**Logic cells by family**

Scale: 3 px per micron.
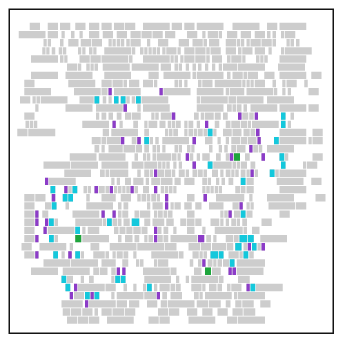
**M3 wires**

Scale: 4 px per micron.
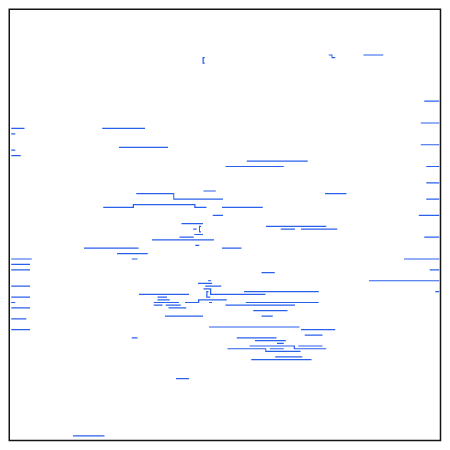
**Cells by drive strength**

Scale: 3 px per micron.
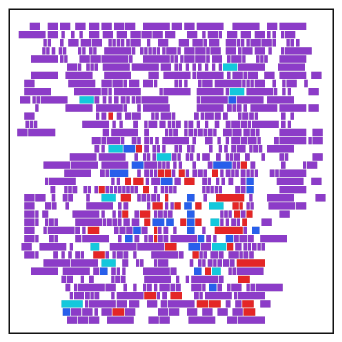
**Placed cells, one color a class**

Scale: 3 px per micron. Fill, decap, tap and diode cells in gray.
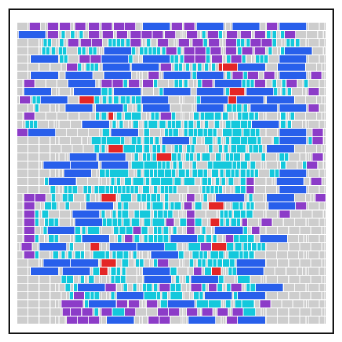
File: src/rtl/mito_pkg.sv
// Shared definitions for the layer parameter loader: demux select codes and
// load sequencing states.
package mito_pkg;

  localparam logic [1:0] SEL_NONE = 2'b00;
  localparam logic [1:0] SEL_IFM  = 2'b01;
  localparam logic [1:0] SEL_WGT  = 2'b10;
  localparam logic [1:0] SEL_BIAS = 2'b11;

  typedef enum logic [2:0] {
    IDLE,
    LOAD_IFM,
    LOAD_WGT,
    LOAD_BIAS,
    FINISH
  } load_state_e;

  function automatic logic [1:0] phase_sel(input load_state_e st);
    logic [1:0] code;
    code = SEL_NONE;
    unique case (st)
      LOAD_IFM:  code = SEL_IFM;
      LOAD_WGT:  code = SEL_WGT;
      LOAD_BIAS: code = SEL_BIAS;
      default:   code = SEL_NONE;
    endcase
    return code;
  endfunction

  // First non-empty phase strictly after cur; FINISH when none remain.
  function automatic load_state_e next_phase(input load_state_e cur, input logic has_ifm,
                                             input logic has_wgt, input logic has_bias);
    load_state_e nxt;
    nxt = FINISH;
    if (cur == IDLE && has_ifm) begin
      nxt = LOAD_IFM;
    end else if ((cur == IDLE || cur == LOAD_IFM) && has_wgt) begin
      nxt = LOAD_WGT;
    end else if ((cur == IDLE || cur == LOAD_IFM || cur == LOAD_WGT) && has_bias) begin
      nxt = LOAD_BIAS;
    end
    return nxt;
  endfunction

endpackage

File: src/rtl/load_addr_counter.sv
// Per-phase write address counter with terminal-count detect against the
// latched phase length.
module load_addr_counter #(
  parameter int unsigned ADDR_W = 10,
  parameter int unsigned LEN_W  = 11
) (
  input  logic              clk,
  input  logic              rst_n,
  input  logic              clear_i,
  input  logic              incr_i,
  input  logic [LEN_W-1:0]  len_i,
  output logic [ADDR_W-1:0] count_o,
  output logic              last_o
);

  logic [ADDR_W-1:0] count_q, count_d;

  always_comb begin
    count_d = count_q;
    if (clear_i) begin
      count_d = '0;
    end else if (incr_i) begin
      count_d = count_q + ADDR_W'(1);
    end
  end

  always_ff @(posedge clk or negedge rst_n) begin
    if (!rst_n) begin
      count_q <= '0;
    end else begin
      count_q <= count_d;
    end
  end

  assign count_o = count_q;
  // A zero length never matches: len-1 wraps above any reachable count.
  assign last_o  = (LEN_W'(count_q) == (len_i - LEN_W'(1)));

endmodule

File: src/rtl/buffer_load_sequencer.sv
// Streams one layer's IFM, weight and bias words into their buffers as three
// contiguous bursts through a shared demux, write strobe and address.
module buffer_load_sequencer
  import mito_pkg::*;
#(
  parameter int unsigned DATA_WIDTH = 32,
  parameter int unsigned ADDR_W     = 10,
  parameter int unsigned LEN_W      = 11
) (
  input  logic                  clk,
  input  logic                  rst_n,
  input  logic                  start,
  input  logic [LEN_W-1:0]      cfg_ifm_len,
  input  logic [LEN_W-1:0]      cfg_wgt_len,
  input  logic [LEN_W-1:0]      cfg_bias_len,
  input  logic [DATA_WIDTH-1:0] in_data,
  input  logic                  in_valid,
  output logic                  in_ready,
  output logic [1:0]            sel,
  output logic [DATA_WIDTH-1:0] out_data,
  output logic                  wr_en,
  output logic [ADDR_W-1:0]     wr_addr,
  output logic                  busy,
  output logic                  done
);

  localparam int unsigned MaxLen = 1 << ADDR_W;

  load_state_e           state_q, state_d;
  logic [LEN_W-1:0]      ifm_len_q, ifm_len_d;
  logic [LEN_W-1:0]      wgt_len_q, wgt_len_d;
  logic [LEN_W-1:0]      bias_len_q, bias_len_d;
  logic                  drain_q, drain_d;
  logic [1:0]            sel_q, sel_d;
  logic [DATA_WIDTH-1:0] out_data_q, out_data_d;
  logic                  wr_en_q, wr_en_d;
  logic [ADDR_W-1:0]     wr_addr_q, wr_addr_d;

  logic                  in_load;
  logic                  accept;
  logic                  cnt_clear, cnt_incr, cnt_last;
  logic [ADDR_W-1:0]     cnt;
  logic [LEN_W-1:0]      cur_len;
  load_state_e           after_phase;

  assign in_load  = (state_q == LOAD_IFM) || (state_q == LOAD_WGT) || (state_q == LOAD_BIAS);
  // drain_q marks the cycle the final word is being written; no more accepts.
  assign in_ready = in_load && !drain_q;
  assign accept   = in_valid && in_ready;
  assign busy     = in_load;
  assign done     = (state_q == FINISH);

  always_comb begin
    cur_len = '0;
    unique case (state_q)
      LOAD_IFM:  cur_len = ifm_len_q;
      LOAD_WGT:  cur_len = wgt_len_q;
      LOAD_BIAS: cur_len = bias_len_q;
      default:   cur_len = '0;
    endcase
  end

  assign after_phase = next_phase(state_q, 1'b0, (wgt_len_q != '0), (bias_len_q != '0));

  load_addr_counter #(
    .ADDR_W (ADDR_W),
    .LEN_W  (LEN_W)
  ) u_addr_cnt (
    .clk     (clk),
    .rst_n   (rst_n),
    .clear_i (cnt_clear),
    .incr_i  (cnt_incr),
    .len_i   (cur_len),
    .count_o (cnt),
    .last_o  (cnt_last)
  );

  always_comb begin
    state_d    = state_q;
    ifm_len_d  = ifm_len_q;
    wgt_len_d  = wgt_len_q;
    bias_len_d = bias_len_q;
    drain_d    = drain_q;
    sel_d      = sel_q;
    out_data_d = out_data_q;
    wr_en_d    = 1'b0;
    wr_addr_d  = wr_addr_q;
    cnt_clear  = 1'b0;
    cnt_incr   = 1'b0;

    unique case (state_q)
      IDLE: begin
        sel_d = SEL_NONE;
        if (start) begin
          ifm_len_d  = cfg_ifm_len;
          wgt_len_d  = cfg_wgt_len;
          bias_len_d = cfg_bias_len;
          cnt_clear  = 1'b1;
          state_d    = next_phase(IDLE, (cfg_ifm_len != '0), (cfg_wgt_len != '0),
                                  (cfg_bias_len != '0));
        end
      end
      LOAD_IFM, LOAD_WGT, LOAD_BIAS: begin
        if (drain_q) begin
          drain_d = 1'b0;
          state_d = FINISH;
        end else if (accept) begin
          wr_en_d    = 1'b1;
          out_data_d = in_data;
          sel_d      = phase_sel(state_q);
          wr_addr_d  = cnt;
          if (cnt_last) begin
            cnt_clear = 1'b1;
            if (after_phase == FINISH) begin
              drain_d = 1'b1;
            end else begin
              state_d = after_phase;
            end
          end else begin
            cnt_incr = 1'b1;
          end
        end
      end
      FINISH: begin
        sel_d   = SEL_NONE;
        state_d = IDLE;
      end
      default: begin
        state_d = IDLE;
      end
    endcase
  end

  always_ff @(posedge clk or negedge rst_n) begin
    if (!rst_n) begin
      state_q    <= IDLE;
      ifm_len_q  <= '0;
      wgt_len_q  <= '0;
      bias_len_q <= '0;
      drain_q    <= 1'b0;
      sel_q      <= SEL_NONE;
      out_data_q <= '0;
      wr_en_q    <= 1'b0;
      wr_addr_q  <= '0;
    end else begin
      state_q    <= state_d;
      ifm_len_q  <= ifm_len_d;
      wgt_len_q  <= wgt_len_d;
      bias_len_q <= bias_len_d;
      drain_q    <= drain_d;
      sel_q      <= sel_d;
      out_data_q <= out_data_d;
      wr_en_q    <= wr_en_d;
      wr_addr_q  <= wr_addr_d;
    end
  end

  assign sel      = sel_q;
  assign out_data = out_data_q;
  assign wr_en    = wr_en_q;
  assign wr_addr  = wr_addr_q;

  cfg_len_legal: assert property (@(posedge clk) disable iff (!rst_n)
      (start && state_q == IDLE) |-> (32'(cfg_ifm_len) <= MaxLen &&
                                      32'(cfg_wgt_len) <= MaxLen &&
                                      32'(cfg_bias_len) <= MaxLen));

endmodule

File: config.mk
export PLATFORM = sky130hd
export DESIGN_NAME = buffer_load_sequencer
export DESIGN_NICKNAME = d
export VERILOG_FILES = /design/src/rtl/mito_pkg.sv /design/src/rtl/load_addr_counter.sv /design/src/rtl/buffer_load_sequencer.sv
export SDC_FILE = /design/constraint.sdc
export NUM_CORES = 1
export LEC_CHECK = 0
export ABC_AREA = 1
export ABC_CLOCK_PERIOD_IN_PS = 2900
export CAP_MARGIN = 0
export CORE_MARGIN = 2
export CORE_UTILIZATION = 45
export CTS_CLUSTER_SIZE = 10
export DETAILED_ROUTE_END_ITERATION = 8
export PLACE_DENSITY = 0.85
export SLEW_MARGIN = 20
export SYNTH_ARGS = -nofsm -noshare
export SYNTH_HDL_FRONTEND = slang
export SYNTH_SLANG_ARGS = --single-unit
File: constraint.sdc
create_clock -name clk -period 2.9 [get_ports clk]
set_input_delay 0.435 -clock clk [delete_from_list [all_inputs] [get_ports clk]]
set_output_delay 0.435 -clock clk [all_outputs]
set_load 0.005 [all_outputs]
==> results.sh <==
# yosys + openroad results
export IMPL_power_density_mw_per_mm2=1090
export IMPL_detail_route_wl_per_cell_microns=14.5
export IMPL_fin_setup_tns_ns=0
export IMPL_worst_hold_slack_ns=0.0866
export IMPL_period_needed_ns=2.62
export IMPL_max_freq_ghz=0.382
export IMPL_fin_nets=812
export IMPL_maxUsedRoutingLayer="met4"
export IMPL_cts_tree="done"
export IMPL_ctsLongestPathBuffers=2
export IMPL_clock_sink_count=92
export IMPL_synthTopLogicFamily="simple AND/OR/NAND/NOR gates"
export IMPL_wl_met2_mm=6.35
export IMPL_tightest_slew_ns=0.588
export IMPL_clock_latency_late_pin_ns=0.37
export IMPL_path_clk_slew_ns=0.09
export IMPL_firstDrtPassIters=5
export IMPL_xor_share_pct=2.00
export IMPL_maxSlewViolCount=0
export IMPL_ys_seq_share_pct=47.8
export IMPL_avgSynthCellArea_sq_um=7.76
export IMPL_rsz0062_at_grt="false"
export IMPL_p_leak_nw=3.13
export IMPL_ys_sh_adder_pct=0.519
export IMPL_grtUsageTotal_pct=22.8
export IMPL_warnings=26
export IMPL_cts_resized=0
export IMPL_h_tree_depth=3
export IMPL_numPortBuffers=116
export IMPL_pin_count=117
export IMPL_numSynthFlops=92
export IMPL_arrival_ns=2.89
export IMPL_grt_pass1_wl_mm=20.9
export IMPL_simple_gate_share_pct=35.4
export IMPL_drive_gt1_share_pct=11.3
export IMPL_synthFlopType="dfrtp_1"
export IMPL_via_per_inst=5.17
export IMPL_dr_first_iter_drc_count=353
export IMPL_synthArstFlopShare_pct=100
export IMPL_chip_area_sq_mm=0.0115
export IMPL_crit_chain="buf_4, nand2_2, nor2_2, buf_4, nand2_1, nand3_1, nor2_1, nand2_2, nor2_4, xor2_1, nand3b_1, nor2_1, nand3_4, nand4_1, nand2_1"
export IMPL_yosys_area_sq_mm=0.00482
export IMPL_dr_wl_met3_microns=589
export IMPL_slew_headroom_pct=60.4
export IMPL_slowest_stage="dfrtp_2"
export IMPL_outcome="completed"
export IMPL_hpwl_mm=9.58
export IMPL_postSynthCellCount=621
export IMPL_numCtsBuffers=9
export IMPL_fp_dieW_microns=107
export IMPL_fp_nets=692
export IMPL_synthDistinctLibCells=33
export IMPL_crit_fanout=11
export IMPL_cp_start_kind="flop"
export IMPL_postCtsSetupBuffers=0
export IMPL_syn_cell_area_sq_mm=0.00482
export IMPL_cp_buffers_inverters=2
export IMPL_synthTopCellsByArea="dfrtp_1 (48%), nand2_1 (17%), nand3_1 (5.9%), inv_1 (4.0%), nor2_1 (3.4%)"
export IMPL_antenna_cells=0
export IMPL_fp_util_pct=46.5
export IMPL_antenna_found_initial=0
export IMPL_finalClockPeriodUsage_pct=90.3
export IMPL_ant_nets=0
export IMPL_report_final_setup_viol=0
export IMPL_yosys_area_share_aoi_pct=4.88
export IMPL_crit_type="flop to flop"
export IMPL_grt_pass1_vias=4291
export IMPL_yosys_warnings=0
export IMPL_crit_required_ns=3.17
export IMPL_edf_count=0
export IMPL_cts_root_buf="clkbuf_8"
export IMPL_ctsHoldBuffers=0
export IMPL_placed_cell_area_sq_mm=0.00611
export IMPL_gr_usage_met1_pct=31.2
export IMPL_mux_share_pct=2.57
export IMPL_regArea_sq_mm=0.00231
export IMPL_holdCritPathClass="input pin to async pin"
export IMPL_dpl_cell_count=858
export IMPL_grt_max_degree=93
export IMPL_p_total_w=0.00693
export IMPL_grt_overflow=0
export IMPL_top_cell="nand2_1"
export IMPL_yosysTopAreaCell="dfrtp_1"
export IMPL_nFillCells=934
export IMPL_logic_area_sq_mm=0.00222
export IMPL_final_hold_viol_count=0
export IMPL_drc=0
export IMPL_place_congestion=0.892
export IMPL_netlist_area_leader_share_pct=47.8
export IMPL_post_place_ws_ns=0.108
export IMPL_top_usage_layer="met2"
export IMPL_crit_family="simple AND/OR/NAND/NOR gates"
export IMPL_top_cells_by_count="nand2_1 (214), dfrtp_1 (92), nand3_1 (57)"
export IMPL_wl_met1_mm=5.69
export IMPL_die_h_microns=107
export IMPL_ys_cells=621
export IMPL_crit_path_max_incr_delay_ns=0.46
export IMPL_skew_ns=0.0149
export IMPL_drv_cap=0
export IMPL_ir_worst_vdd_uv=460
export IMPL_end_kind="flop"
export IMPL_use_met2_pct=37.4
Notes on 'logic cells by family' above:
- green: AND and OR gates (cells 3; most used and3_1)
- purple: inverters (cells 57; most used inv_1)
- cyan: inverting AOI/OAI gates (cells 43; most used o21ai_0)
Final Instance Count excl. Fillers: 882
combinational share of cell area: 34.8%
most frequent logic cell in the layout: nand2_1

Notes on 'M3 wires' above:
- main direction: horizontal
- share of all routed wire: 4.6%
met3 usage: 2.91%
Vias: 4556
final wirelength: 12.8 mm

Notes on 'cells by drive strength' above:
- red: _2 cells (cells 46; share 6.2%)
- purple: _0 and _1 cells (cells 662; share 89%)
- cyan: _6 and larger (cells 13; share 1.7%)
- blue: _3 and _4 cells (cells 25; share 3.4%)
Design Area, Final: 0.00637 sq mm
setup ws final: 0.282 ns
Non-clk bufs: 132
Layout area overhead: 32.3%

Notes on 'placed cells, one color a class' above:
- red: clock drivers and dummy loads (cells 16; share of their area 2.8%)
- blue: flops (cells 92; share of their area 37%)
- cyan: combinational and other logic (cells 506; share of their area 39%)
- purple: other buffers and delay cells (cells 132; share of their area 21%)
post-layout util: 61.4%
Row Count: 37
placeable core area: 0.0104 sq mm

==> final cells by class <==
| type | count | area share, % |
|---|---|---|
| clock buffers | 10 | 2.00 |
| clock inverters | 6 | 0.727 |
| inverters | 57 | 3.40 |
| multi-input cells | 449 | 34.8 |
| flip-flops and latches | 92 | 36.2 |
| well taps | 136 | 2.67 |
| repair buffers | 132 | 20.2 |
==> cells in the final DEF (no fill, tap or decap), drive strengths merged <==
cell type	synthesis	layout
and3	2	2
a21oi	6	6
a21boi	1	1
nor4	7	7
or2	1	1
nand3	64	64
o31ai	1	1
ha	2	2
dfrtp	92	92
xor2	11	11
o211ai	1	1
nor2	56	56
clkinv	1	2
clkdlybuf4s50	0	115
inv	56	59
nand3b	2	2
nor3	10	10
clkbuf	15	11
a31oi	1	1
nand2	222	222
buf	8	16
o22ai	1	1
clkinvlp	0	2
mux2	11	11
nand4	17	17
o21ai	32	32
a32o	1	1
==> state kept, by name, summed over array words and instances, names as in the netlist <==
signal,cells
state_q,3
u_addr_cnt.count_o,10
wr_addr,10
drain_q,1
ifm_len_q,11
out_data,32
bias_len_q,11
wgt_len_q,11
sel,2
wr_en,1
==> power by group <==
part	internal [W]	switching (W)	total (W)
clock network	0.000320	0.000482	0.000801
registers	0.00180	0.000416	0.00221
logic	0.00165	0.00227	0.00392
==> path summary, 6_finish.rpt <==
check                       startpoint               endpoint  slack [ns]  cells past startpoint
setup / recovery            state_q[0]  u_addr_cnt.count_o[2]        0.28                     15
setup reg to reg            state_q[0]  u_addr_cnt.count_o[2]        0.28                     15
min in group clk           out_data[7]            out_data[7]        0.48                      2
hold / removal                   rst_n          bias_len_q[0]        0.09                      2
max in group asynchronous        rst_n             state_q[1]        2.40                      2
hold reg to reg            out_data[7]            out_data[7]        0.48                      2
Power is estimated from default activity; no workload was simulated.
